Fig. 1: logic cells by family
(4 px per um)
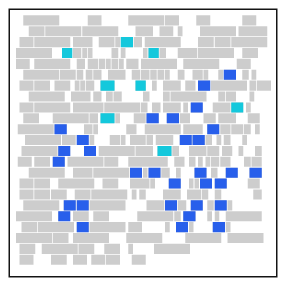
Fig. 2: routing congestion
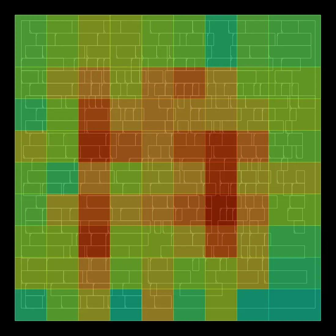
Fig. 3: sequential cells coloured by netlist name
(8 px per um)
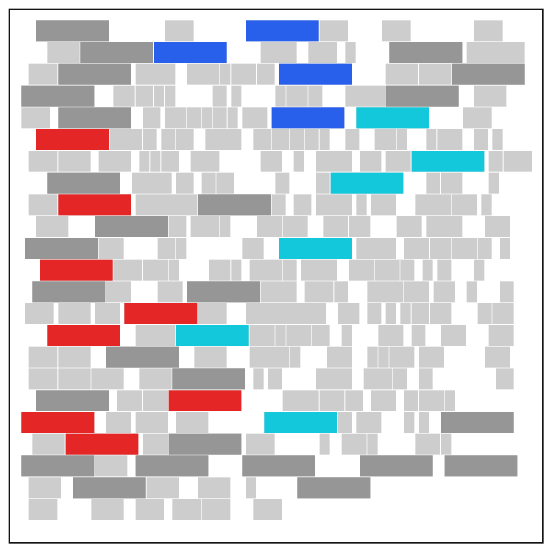
Fig. 4: signal wires on met1
(4 px per um)
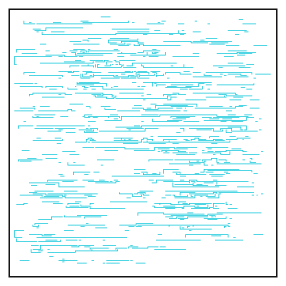
[config.mk]
export PLATFORM = sky130hd
export DESIGN_NAME = uart_rx_fsm_core_flat
export DESIGN_NICKNAME = d
export VERILOG_FILES = /design/src/rtl/uart_pkg.sv /design/src/rtl/uart_rx_fsm_core_if.sv /design/src/rtl/uart_rx_fsm_core_sampler.sv /design/src/rtl/uart_rx_fsm_core.sv /design/src/flat_wrapper.sv
export SDC_FILE = /design/constraint.sdc
export NUM_CORES = 1
export LEC_CHECK = 0
export CAP_MARGIN = 25
export CORE_UTILIZATION = 60
export DETAILED_ROUTE_END_ITERATION = 7
export PLACE_DENSITY_LB_ADDON = 0.25
export SYNTH_ARGS = -nofsm -noshare
export SYNTH_HDL_FRONTEND = slang
export SYNTH_SLANG_ARGS = --single-unit
[constraint.sdc]
create_clock -name CLK -period 4.15 [get_ports CLK]
set_input_delay 0.415 -clock CLK [delete_from_list [all_inputs] [get_ports CLK]]
set_output_delay 0.415 -clock CLK [all_outputs]
set_load 0.02 [all_outputs]
[src/rtl/uart_pkg.sv]
// -----------------------------------------------------------------------------
// uart_pkg
// Shared definitions for the UART receive path.
//   - rx_state_e : receiver FSM states. The encodings are gray-coded along the
//                  normal frame path IDLE -> START -> DATA -> PARITY -> STOP.
//   - PAR_EVEN / PAR_ODD : meaning of the PAR_TYP input.
//   - PRESCALE_8/16/32   : the supported oversampling ratios.
//   - majority3()        : 2-of-3 vote used on the mid-bit samples.
// -----------------------------------------------------------------------------
package uart_pkg;

    localparam logic [2:0] IDLE_ENC   = 3'b000;
    localparam logic [2:0] START_ENC  = 3'b001;
    localparam logic [2:0] DATA_ENC   = 3'b011;
    localparam logic [2:0] PARITY_ENC = 3'b010;
    localparam logic [2:0] STOP_ENC   = 3'b110;

    typedef enum logic [2:0] {
        IDLE   = IDLE_ENC,
        START  = START_ENC,
        DATA   = DATA_ENC,
        PARITY = PARITY_ENC,
        STOP   = STOP_ENC
    } rx_state_e;

    localparam logic PAR_EVEN = 1'b0;
    localparam logic PAR_ODD  = 1'b1;

    localparam int PRESCALE_8  = 8;
    localparam int PRESCALE_16 = 16;
    localparam int PRESCALE_32 = 32;

    function automatic logic majority3(input logic [2:0] s);
        return (s[0] & s[1]) | (s[1] & s[2]) | (s[0] & s[2]);
    endfunction

endpackage

[src/rtl/uart_rx_fsm_core_if.sv]
// -----------------------------------------------------------------------------
// uart_rx_fsm_core_if
// Bundles the receiver's serial input, frame configuration and result outputs.
//   RX_IN      : serial line, idle high, already synchronized to CLK
//   Prescale   : clocks per bit (8, 16 or 32)
//   PAR_EN     : 1 = parity bit present
//   PAR_TYP    : 0 = even, 1 = odd
//   P_DATA     : last good received byte
//   Data_Valid : 1-cycle pulse, P_DATA updated
//   par_err    : 1-cycle pulse, parity mismatch
//   stp_err    : 1-cycle pulse, stop bit sampled low
// master drives the line and configuration; slave is the receiver.
// -----------------------------------------------------------------------------
interface uart_rx_fsm_core_if #(
    parameter int DATA_WIDTH     = 8,
    parameter int PRESCALE_WIDTH = 6
);
    logic                      RX_IN;
    logic [PRESCALE_WIDTH-1:0] Prescale;
    logic                      PAR_EN;
    logic                      PAR_TYP;
    logic [DATA_WIDTH-1:0]     P_DATA;
    logic                      Data_Valid;
    logic                      par_err;
    logic                      stp_err;

    modport master (
        output RX_IN, Prescale, PAR_EN, PAR_TYP,
        input  P_DATA, Data_Valid, par_err, stp_err
    );

    modport slave (
        input  RX_IN, Prescale, PAR_EN, PAR_TYP,
        output P_DATA, Data_Valid, par_err, stp_err
    );
endinterface

[src/rtl/uart_rx_fsm_core_sampler.sv]
// -----------------------------------------------------------------------------
// uart_rx_sampler
// Per-bit timing for the receiver: counts edges within a bit, captures RX_IN
// three times around mid-bit and majority-votes the result.
//   CLK, RST  : clock, asynchronous active-low reset
//   rx_in     : synchronized serial line
//   start     : start detect, restarts the edge counter
//   run       : receiver is inside a frame
//   prescale  : clocks per bit, latched by the FSM at start detect
//   bit_val   : voted bit value, valid from edge_cnt = prescale/2+2
//   bit_mid   : edge_cnt = prescale/2+2 (first cycle bit_val is valid)
//   bit_end   : edge_cnt = prescale-1 (last cycle of the bit)
// -----------------------------------------------------------------------------
module uart_rx_sampler
    import uart_pkg::*;
#(
    parameter int PRESCALE_WIDTH = 6
) (
    input  logic                      CLK,
    input  logic                      RST,
    input  logic                      rx_in,
    input  logic                      start,
    input  logic                      run,
    input  logic [PRESCALE_WIDTH-1:0] prescale,
    output logic                      bit_val,
    output logic                      bit_mid,
    output logic                      bit_end
);

    localparam logic [PRESCALE_WIDTH-1:0] ONE = PRESCALE_WIDTH'(1);
    localparam logic [PRESCALE_WIDTH-1:0] TWO = PRESCALE_WIDTH'(2);

    logic [PRESCALE_WIDTH-1:0] edge_cnt;
    logic [PRESCALE_WIDTH-1:0] half;
    logic [PRESCALE_WIDTH-1:0] last;
    logic [2:0]                samples;
    logic                      capture;

    assign half    = prescale >> 1;
    assign last    = prescale - ONE;
    assign capture = run && ((edge_cnt == half - ONE) ||
                             (edge_cnt == half)       ||
                             (edge_cnt == half + ONE));

    // NOTE: state registers use non-blocking assignments so every flop samples
    // pre-edge values; blocking here would create order-dependent simulation.
    always_ff @(posedge CLK or negedge RST) begin
        if (!RST) begin
            edge_cnt <= '0;
        end else if (start) begin
            edge_cnt <= '0;
        end else if (run) begin
            edge_cnt <= (edge_cnt == last) ? '0 : edge_cnt + ONE;
        end else begin
            edge_cnt <= '0;
        end
    end

    always_ff @(posedge CLK or negedge RST) begin
        if (!RST) begin
            samples <= '0;
        end else if (capture) begin
            samples <= {samples[1:0], rx_in};
        end
    end

    // Samples hold from the third capture until the next bit's first capture,
    // so the vote is stable over bit_mid..bit_end.
    assign bit_val = majority3(samples);
    assign bit_mid = run && (edge_cnt == half + TWO);
    assign bit_end = run && (edge_cnt == last);

endmodule

[src/rtl/uart_rx_fsm_core.sv]
// -----------------------------------------------------------------------------
// uart_rx_fsm_core
// UART receiver: start-bit detection with glitch rejection, LSB-first
// deserialization, optional parity check and stop-bit check.
//   CLK    : system clock
//   RST    : asynchronous active-low reset
//   rx_if  : slave side of uart_rx_fsm_core_if (RX_IN, Prescale, PAR_EN,
//            PAR_TYP in; P_DATA, Data_Valid, par_err, stp_err out)
// Frame configuration is latched at start detect; all outputs are registered.
// A frame completes on the edge ending the stop bit, N*Prescale clocks after
// start detect, N = 1 + DATA_WIDTH + PAR_EN + 1.
// -----------------------------------------------------------------------------
module uart_rx_fsm_core
    import uart_pkg::*;
#(
    parameter int DATA_WIDTH     = 8,
    parameter int PRESCALE_WIDTH = 6
) (
    input  logic              CLK,
    input  logic              RST,
    uart_rx_fsm_core_if.slave rx_if
);

    localparam int CNT_W = $clog2(DATA_WIDTH + 3);

    rx_state_e                 state_q;
    rx_state_e                 state_d;

    logic [CNT_W-1:0]          bit_cnt;
    logic [DATA_WIDTH-1:0]     shift_q;
    logic [PRESCALE_WIDTH-1:0] prescale_q;
    logic                      par_en_q;
    logic                      par_typ_q;
    logic                      par_fail_q;

    logic [DATA_WIDTH-1:0]     p_data_q;
    logic                      data_valid_q;
    logic                      par_err_q;
    logic                      stp_err_q;

    logic                      bit_val;
    logic                      bit_mid;
    logic                      bit_end;

    logic                      start_det;
    logic                      shift_en;
    logic                      par_chk;
    logic                      frame_done;
    logic                      stp_fail;
    logic                      par_expected;

    uart_rx_sampler #(
        .PRESCALE_WIDTH (PRESCALE_WIDTH)
    ) u_sampler (
        .CLK      (CLK),
        .RST      (RST),
        .rx_in    (rx_if.RX_IN),
        .start    (start_det),
        .run      (state_q != IDLE),
        .prescale (prescale_q),
        .bit_val  (bit_val),
        .bit_mid  (bit_mid),
        .bit_end  (bit_end)
    );

    // ---------------- FSM ----------------
    always_ff @(posedge CLK or negedge RST) begin
        if (!RST) begin
            state_q <= IDLE;
        end else begin
            state_q <= state_d;
        end
    end

    // NOTE: every output of this block gets a default first; a path that
    // leaves one unassigned would infer a latch.
    always_comb begin
        state_d    = state_q;
        start_det  = 1'b0;
        shift_en   = 1'b0;
        par_chk    = 1'b0;
        frame_done = 1'b0;
        unique case (state_q)
            IDLE: begin
                if (!rx_if.RX_IN) begin
                    start_det = 1'b1;
                    state_d   = START;
                end
            end
            START: begin
                // A start bit that votes high at mid-bit was a glitch.
                if (bit_mid && bit_val) begin
                    state_d = IDLE;
                end else if (bit_end) begin
                    state_d = DATA;
                end
            end
            DATA: begin
                if (bit_end) begin
                    shift_en = 1'b1;
                    // bit_cnt is the frame bit index: data occupies 1..DATA_WIDTH.
                    if (bit_cnt == CNT_W'(DATA_WIDTH)) begin
                        state_d = par_en_q ? PARITY : STOP;
                    end
                end
            end
            PARITY: begin
                if (bit_end) begin
                    par_chk = 1'b1;
                    state_d = STOP;
                end
            end
            STOP: begin
                if (bit_end) begin
                    frame_done = 1'b1;
                    state_d    = IDLE;
                end
            end
            default: state_d = IDLE;
        endcase
    end

    // ---------------- Datapath ----------------
    assign par_expected = (^shift_q) ^ (par_typ_q == PAR_ODD);
    assign stp_fail     = ~bit_val;

    always_ff @(posedge CLK or negedge RST) begin
        if (!RST) begin
            bit_cnt    <= '0;
            prescale_q <= '0;
            par_en_q   <= 1'b0;
            par_typ_q  <= 1'b0;
            par_fail_q <= 1'b0;
        end else if (start_det) begin
            bit_cnt    <= '0;
            prescale_q <= rx_if.Prescale;
            par_en_q   <= rx_if.PAR_EN;
            par_typ_q  <= rx_if.PAR_TYP;
            par_fail_q <= 1'b0;
        end else begin
            if (bit_end) begin
                bit_cnt <= bit_cnt + CNT_W'(1);
            end
            if (par_chk) begin
                par_fail_q <= (bit_val != par_expected);
            end
        end
    end

    // The shift register is plain flops, so it shares the async reset.
    always_ff @(posedge CLK or negedge RST) begin
        if (!RST) begin
            shift_q <= '0;
        end else if (shift_en) begin
            shift_q <= {bit_val, shift_q[DATA_WIDTH-1:1]};
        end
    end

    always_ff @(posedge CLK or negedge RST) begin
        if (!RST) begin
            p_data_q     <= '0;
            data_valid_q <= 1'b0;
            par_err_q    <= 1'b0;
            stp_err_q    <= 1'b0;
        end else begin
            data_valid_q <= 1'b0;
            par_err_q    <= 1'b0;
            stp_err_q    <= 1'b0;
            if (frame_done) begin
                par_err_q <= par_fail_q;
                stp_err_q <= stp_fail;
                if (!par_fail_q && !stp_fail) begin
                    data_valid_q <= 1'b1;
                    p_data_q     <= shift_q;
                end
            end
        end
    end

    assign rx_if.P_DATA     = p_data_q;
    assign rx_if.Data_Valid = data_valid_q;
    assign rx_if.par_err    = par_err_q;
    assign rx_if.stp_err    = stp_err_q;

endmodule

[src/flat_wrapper.sv]
// flat-port wrapper written by rule: the top's interface ports become plain ports
module uart_rx_fsm_core_flat import uart_pkg::*;
#(
    parameter int DATA_WIDTH     = 8,
    parameter int PRESCALE_WIDTH = 6
)
  (CLK, RST, rx_if_RX_IN, rx_if_Prescale, rx_if_PAR_EN, rx_if_PAR_TYP, rx_if_P_DATA, rx_if_Data_Valid, rx_if_par_err, rx_if_stp_err);
  uart_rx_fsm_core_if #(.DATA_WIDTH(DATA_WIDTH), .PRESCALE_WIDTH(PRESCALE_WIDTH)) rx_if_i ();
  input  logic CLK;
  input  logic RST;
  input wire logic [$bits(rx_if_i.RX_IN)-1:0] rx_if_RX_IN;
  input wire logic [$bits(rx_if_i.Prescale)-1:0] rx_if_Prescale;
  input wire logic [$bits(rx_if_i.PAR_EN)-1:0] rx_if_PAR_EN;
  input wire logic [$bits(rx_if_i.PAR_TYP)-1:0] rx_if_PAR_TYP;
  output wire logic [$bits(rx_if_i.P_DATA)-1:0] rx_if_P_DATA;
  output wire logic [$bits(rx_if_i.Data_Valid)-1:0] rx_if_Data_Valid;
  output wire logic [$bits(rx_if_i.par_err)-1:0] rx_if_par_err;
  output wire logic [$bits(rx_if_i.stp_err)-1:0] rx_if_stp_err;
  assign rx_if_i.RX_IN = rx_if_RX_IN;
  assign rx_if_i.Prescale = rx_if_Prescale;
  assign rx_if_i.PAR_EN = rx_if_PAR_EN;
  assign rx_if_i.PAR_TYP = rx_if_PAR_TYP;
  assign rx_if_P_DATA = rx_if_i.P_DATA;
  assign rx_if_Data_Valid = rx_if_i.Data_Valid;
  assign rx_if_par_err = rx_if_i.par_err;
  assign rx_if_stp_err = rx_if_i.stp_err;
  uart_rx_fsm_core #(.DATA_WIDTH(DATA_WIDTH), .PRESCALE_WIDTH(PRESCALE_WIDTH)) u_core (.CLK(CLK), .RST(RST), .rx_if(rx_if_i));
endmodule
==> results_dict.tcl <==
# flow metrics
set metrics [dict create \
    outcome "finished, final reports clean" \
    fin_cells 306 \
    pwr-share-seq 0.374 \
    grt_overflow_total 0 \
    pg_comb_uw 899 \
    mux_area_frac 0.108 \
    top_layer "met4" \
    hold_ws_ps 473 \
    tap_cells 50 \
    tightest_slew_ps 862 \
    wl_met3_um 218 \
    xor_share 0.109 \
    coreArea_um2 4000 \
    synth-main-ff-cell "dfrtp_1" \
    dpl_cell_area_um2 2720 \
    grt_pass1_wl_mm 8.17 \
    maxSlewViolCount 0 \
    syn_area_per_cell_um2 10.7 \
    cts_made_buffers 5 \
    io_pins 22 \
    antenna_found_initial 0 \
    placementRows 23 \
    yosysUniqueCellTypes 47 \
    yosys_warnings 0 \
    clock_buffers 6 \
    place_congestion 0.875 \
    power_density_nw_per_um2 665 \
    die_y_um 66.5 \
    worst_path_dominant_cell_family "simple AND/OR/NAND/NOR gates" \
    cts_tree "done" \
    grt_usage 0.257 \
    cp-start-kind "flip-flop" \
    tns_ps 0 \
    dr_total_vias 1777 \
    p_leak_nw 1.26 \
    irDropWorstVdd_v 0.000311 \
    area_growth_pct 14.1 \
    grt_max_degree 45 \
    clkCellAreaFrac 0.0342 \
    switchingPower_uw 801 \
    critPathKind "flip-flop to flip-flop" \
    fmax_mhz 328 \
    totalPowerFinal_mw 1.90 \
    warnings 31 \
    drtPass1Iterations 4 \
    buffers 24 \
    fp-utilization 0.624 \
    aoi_share 0.107 \
    final_util 0.713 \
    drtIter0Drc 92 \
    dp_hpwl_mm 3.52 \
    layout_min_cycle_time_ps 3050 \
    finalClockPeriodUsage 0.735 \
    pre_cts_slack_ps 1070 \
    mi_logic_area_um2 1310 \
    grt_pass1_vias 1680 \
    postCtsSetupBuffers 0 \
    topCellsByArea "dfrtp_1, mux2_2, xnor2_1" \
    grt_setup_unrepaired "false" \
    ys_area_um2 2500 \
    place_inst 296 \
    yosys_cells 234 \
    worst_r2r_endpoint "u_core.rx_if.P_DATA[0]" \
    comb_area_share 0.459 \
    largest_class "multi-input combinational cells" \
    htree_levels 2 \
    path_max_fanout 9 \
    cp_slowest_stage_delay_ps 590 \
    worstSkewPairLatency_ps 300 \
    setup_viol 0 \
    edf_count 0 \
    crit_buf_inv 1 \
    ys_sh_simple 0.147 \
    reg2reg_slack_ps 1100 \
    diodes 0 \
    lay_top_cells "dfrtp_1, mux2_2, clkdlybuf4s50_1" \
    switching_share 0.423 \
    netlist.area_leader.share 0.441 \
    netlist_instances 234 \
    synth_top_cell_by_area "dfrtp_1" \
    drive_gt1_frac 0.168 \
    globalRouteMet3Util 0.0736 \
    synthAdderAreaFrac 0.0541 \
    setup_slack_ps 1100 \
    slew_headroom 0.421 \
    postSynth.asyncResetShare 1.00 \
    hold_viol_final 0 \
    drc 0 \
    power_top_consumer "combinational logic" \
    worstPathCellList "inv_1, ha_1, nor3b_2, nand4_1, a2111oi_4, nand2_4, nor4_4, mux2_2" \
    port_buffers 21 \
    clkSinkCount 44 \
    clockBufferDepth 2 \
    nFlopsAndLatches 44 \
    p_clk_uw 288 \
    netlist_area_um2 2500 \
    ys_seq_frac 0.441 \
    endpoint "u_core.rx_if.P_DATA[0]" \
    clkTransAtPathRegs_ps 80 \
    netlist_top_cells_count "dfrtp_1, mux2_2, xnor2_1, nand2_1, nor2_1" \
    synthMostInstantiatedCell "dfrtp_1" \
    num-nonclk-inverters 10 \
    startpoint "u_core.prescale_q[2]" \
    chip_area_um2 4420 \
    met1_length_mm 2.28 \
    seq_share 0.386 \
    cts_resized 0 \
    synthTopLogicFamily "simple AND/OR/NAND/NOR gates" \
    n_fill_cell 320 \
    critPathCaptureType "flip-flop" \
    ctsHoldBuffers 0 \
    clock-root-buffer "clkbuf_8" \
    final_area_um2 2850 \
    ant_nets 0 \
    clkPwrFrac 0.152 \
    clock-skew-final_ps 9.44 \
    internal_power_mw 1.09 \
    die_width_um 66.5 \
    via_per_inst 5.81 \
    seq_power_uw 709 \
    buffer_area_frac 0.0852 \
]
-- Fig. 1 (at the start) --
colour	family	cells
blue	XOR/XNOR gates	31
cyan	AND-OR and OR-AND gates	8

-- Fig. 2 (at the start) --
GRT busiest layer: met2
met1 Use GR: 0.343
met2 Use GR: 0.397
Routed WL per cell: 16.2 um

-- Fig. 3 (at the start) --
colour	signal	sequential cells
blue	u_core.bit_cnt	4
cyan	u_core.prescale_q	6
red	u_core.shift_q	8
not coloured	26

-- Fig. 4 (at the start) --
share of all routed wire	46%
nets with wire on the layer	247
wire length on this layer	2,280 um

No activity file was given, so power comes from the tool's default toggle rates.
